[src/rtl/booth_pkg.sv]
// Shared widths and FSM state type for the Booth product accumulator.
package booth_pkg;
  localparam int PROD_W = 32;
  localparam int OUT_W  = 32;

  typedef enum logic {
    ACC  = 1'b0,
    HOLD = 1'b1
  } state_t;
endpackage

[src/rtl/booth_sat.sv]
// Clips a wide signed accumulator sum into the signed OUT_W-bit range.
module booth_sat
  import booth_pkg::*;
#(
  parameter int ACC_W = 40
) (
  input  logic [ACC_W-1:0] sum,
  output logic [OUT_W-1:0] sat_sum,
  output logic             sat
);
  logic pos_ovf, neg_ovf;

  // In range only when every bit above the OUT_W sign bit matches the true sign.
  assign pos_ovf = !sum[ACC_W-1] && (sum[ACC_W-2:OUT_W-1] != '0);
  assign neg_ovf =  sum[ACC_W-1] && (sum[ACC_W-2:OUT_W-1] != '1);
  assign sat     = pos_ovf || neg_ovf;

  always_comb begin
    sat_sum = sum[OUT_W-1:0];
    if (pos_ovf)      sat_sum = {1'b0, {(OUT_W-1){1'b1}}};
    else if (neg_ovf) sat_sum = {1'b1, {(OUT_W-1){1'b0}}};
  end
endmodule

[src/rtl/booth_accum.sv]
// Frame accumulator for signed products; emits one sum per LEN beats or in_last.
// Optional output saturation is enabled with BOOTH_ACCUM_SAT_EN.
module booth_accum
  import booth_pkg::*;
#(
  parameter int LEN   = 8,
  parameter int ACC_W = 40
) (
  input  logic                       clk,
  input  logic                       reset,
  input  logic                       in_valid,
  output logic                       in_ready,
  input  logic [PROD_W-1:0]          in_prod,
  input  logic                       in_last,
  input  logic                       clr,
  output logic                       out_valid,
  input  logic                       out_ready,
  output logic [OUT_W-1:0]           out_sum,
  output logic [$clog2(LEN+1)-1:0]   out_cnt,
  output logic                       out_sat
);
  localparam int CNT_W = $clog2(LEN+1);

  state_t            state;
  logic [ACC_W-1:0]  acc, sum_nxt;
  logic [CNT_W-1:0]  cnt, cnt_nxt;
  logic              is_final;
  logic [OUT_W-1:0]  res_sum;
  logic              res_sat;

  assign sum_nxt  = acc + {{(ACC_W-PROD_W){in_prod[PROD_W-1]}}, in_prod};
  assign cnt_nxt  = cnt + CNT_W'(1);
  assign is_final = (cnt_nxt == CNT_W'(LEN)) || in_last;

`ifdef BOOTH_ACCUM_SAT_EN
  booth_sat #(.ACC_W(ACC_W)) u_sat (
    .sum     (sum_nxt),
    .sat_sum (res_sum),
    .sat     (res_sat)
  );
`else
  assign res_sum = sum_nxt[OUT_W-1:0];
  assign res_sat = 1'b0;
`endif

  // in_ready comes straight from a flop so out_ready never reaches it combinationally.
  always_ff @(posedge clk or negedge reset) begin
    if (!reset) begin
      state     <= ACC;
      acc       <= '0;
      cnt       <= '0;
      in_ready  <= 1'b0;
      out_valid <= 1'b0;
      out_sum   <= '0;
      out_cnt   <= '0;
      out_sat   <= 1'b0;
    end else begin
      case (state)
        ACC: begin
          in_ready <= 1'b1;
          if (clr) begin
            acc <= '0;
            cnt <= '0;
          end else if (in_valid && in_ready) begin
            acc <= sum_nxt;
            cnt <= cnt_nxt;
            if (is_final) begin
              out_sum   <= res_sum;
              out_cnt   <= cnt_nxt;
              out_sat   <= res_sat;
              out_valid <= 1'b1;
              in_ready  <= 1'b0;
              state     <= HOLD;
            end
          end
        end
        HOLD: begin
          // clr and a handshake both retire the held result.
          if (clr || out_ready) begin
            out_valid <= 1'b0;
            in_ready  <= 1'b1;
            acc       <= '0;
            cnt       <= '0;
            state     <= ACC;
          end
        end
        default: state <= ACC;
      endcase
    end
  end
endmodule

[config.mk]
export PLATFORM = sky130hd
export DESIGN_NAME = booth_accum
export DESIGN_NICKNAME = d
export VERILOG_FILES = /design/src/rtl/booth_pkg.sv /design/src/rtl/booth_sat.sv /design/src/rtl/booth_accum.sv
export SDC_FILE = /design/constraint.sdc
export NUM_CORES = 1
export LEC_CHECK = 0
export CORE_ASPECT_RATIO = 0.6
export CORE_MARGIN = 2
export CORE_UTILIZATION = 45
export DETAILED_ROUTE_END_ITERATION = 7
export PLACE_DENSITY = 0.69
export SLEW_MARGIN = 20
export SYNTH_ARGS = -nofsm -noshare
export SYNTH_HDL_FRONTEND = slang
export SYNTH_SLANG_ARGS = --single-unit
[constraint.sdc]
create_clock -name clk -period 3.04 [get_ports clk]
set_input_delay 0.456 -clock clk [delete_from_list [all_inputs] [get_ports clk]]
set_output_delay 0.456 -clock clk [all_outputs]
set_load 0.005 [all_outputs]
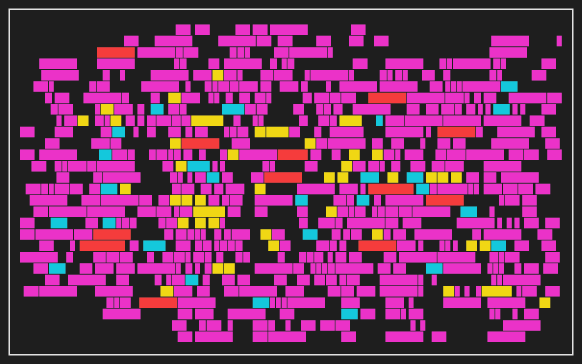
Figure 1: sizing map.
legend:
  x1 and smaller:
    color: magenta
    cells: 501
    share: 86%
    most_used: nand2_1
  x3 and x4:
    color: yellow
    cells: 43
    share: 7.4%
    most_used: buf_4
  x6 and larger:
    color: red
    cells: 12
    share: 2.1%
    most_used: clkbuf_16
  x2:
    color: cyan
    cells: 26
    share: 4.5%
    most_used: mux2_2
Layout Cell Area excl Fill: 6045 um2
setup ws final: 0.1757 ns
Area growth, synth to finish: 31.71%

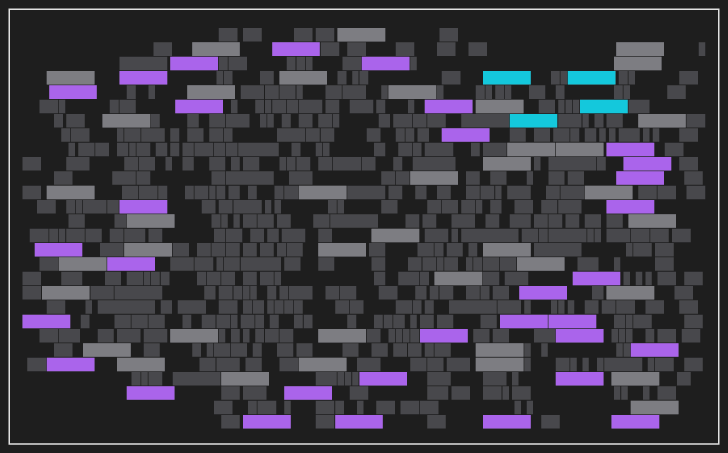
Figure 2: register map, names as in the netlist.
Other sequential cells in the stronger gray, the rest of the logic in the fainter gray.
legend:
  `cnt`:
    color: cyan
    placed_flops: 4
    where: upper right
  `out_sum`:
    color: purple
    placed_flops: 32
    where: widely spread
not colored: 39

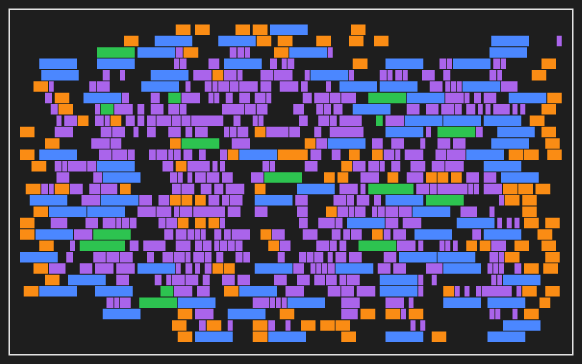
Figure 3: placed cells, one color a class.
legend:
  remaining logic cells:
    color: purple
    cells: 382
    share_of_their_area: 45%
  registers:
    color: blue
    cells: 75
    share_of_their_area: 32%
  remaining buffers and delay cells:
    color: orange
    cells: 110
    share_of_their_area: 17%
  clock drivers and dummy loads:
    color: green
    cells: 15
    share_of_their_area: 5.4%
Site Rows: 28
core footprint: 9879 um2

==> impl_metrics.toml <==
# physical design summary
[status]
outcome = "finished clean"

[finish]
nNonClkBuffers = 110
sh_seq_area_pct = 31.05
reg.largest.list = "acc: 32 flops, out_sum: 32 flops"
buffer_area_share_pct = 16.93
dominant_cells = "multi-input combinational cells"
lay_top_cells = "nand2_1 (76), dfrtp_1 (75), clkdlybuf4s50_1 (74)"
ff_latch_area_um2 = 1877
clk_share_pct = 5.237
logic_gate_count = 374
fin_nets = 649

[power]
p_seq_share_pct = 33.6
power_sequential_mw = 1.37
ir_drop_mv = 0.4402
comb_power_mw = 1.56
p_clk_share_pct = 28.2
p_switching_mw = 1.295
p_total_mw = 4.087

[detailed_routing]
ant_nets = 0
route.met3.wl_um = 791
wl_met1_um = 6038
post_drt_via_cell_ratio = 5.681
drc = 0
vias = 4073

[cts]
cts_resized = 0
cts_tree = "built"
cts_max_level = 3
cts_sinks = 75
root_buffer = "clkbuf_16"

[placement]
place_congestion = 0.9523
portBuffers = 75
placed_area_um2 = 5714
post-place-ws_ns = -0.1750

[worst_setup_path]
critPathMaxFanout = 2
cp-start-kind = "input port"
cp-endpoint = "out_sum[18]"
critPathMaxStageDelay_ns = 0.41
arrival_ns = 3.09
worst_r2r_endpoint = "out_sum[18]"
end_kind = "flop"
crit_path_cell_trace = "clkdlybuf4s50_1, ha_1, fa_1, a21oi_2, o21bai_1, a21oi_1, buf_4, o21a_1, o21a_1, o21bai_1, xor2_1, mux2_2"

[floorplanning]
top_level_ports = 77
initial_core_util_pct = 46.45

[logic_synthesis]
ys.flop_type = "dfrtp_1"
synthTopCellsByCount = "nand2_1 (76), dfrtp_1 (75), o21ai_0 (33)"
synth.distinct_cells = 57
synthTopCellsByArea = "dfrtp_1 (41%), ha_1 (8.7%), nand2_1 (6.2%)"
xor_area_share_pct = 6.216
most_common_cell = "nand2_1"
synth-edff-count = 0
ys_sh_mux_pct = 2.999
yosysWarnings = 0

[sta]
slew_violations = 0
fin_setup_tns_ns = 0
clock.fmax_mhz = 349.1
finalSetupViolCount = 0
relSlewSlack_pct = 36.02
finalHoldViolations = 0
whs_ns = 0.2553
min_period_ns = 2.864
timing.final.crit_share_pct = 94.22

[job]
maxCapViolCount = 0

[grt]
grt_max_degree = 76
grt_pass1_wl_um = 19420
gr-total-overflow = 0
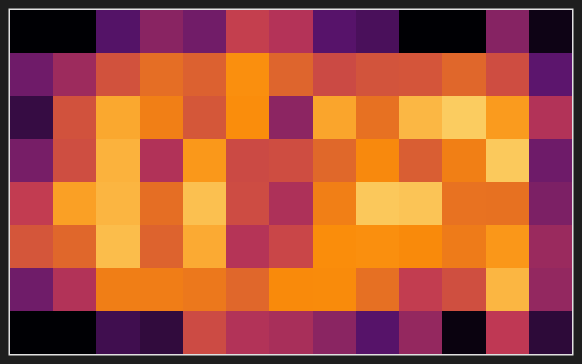
Figure 4: cell area per tile.
13 x 8 tiles, from black (low) to pale yellow (high), 0 to 100% covered.
nearly empty tiles: 5.8%
fullest tile: 89%
tiles over 75% full: 20%
mean over tiles: 53%

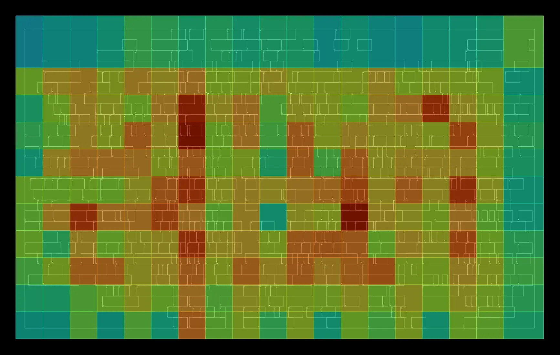
Figure 5: routing congestion map.
GR Layer Usage met2: 34.34%
GR Util met1: 33.26%
Tot GR Track Use: 22.86%
met3 usage: 5.372%
final core utilization: 61.18%

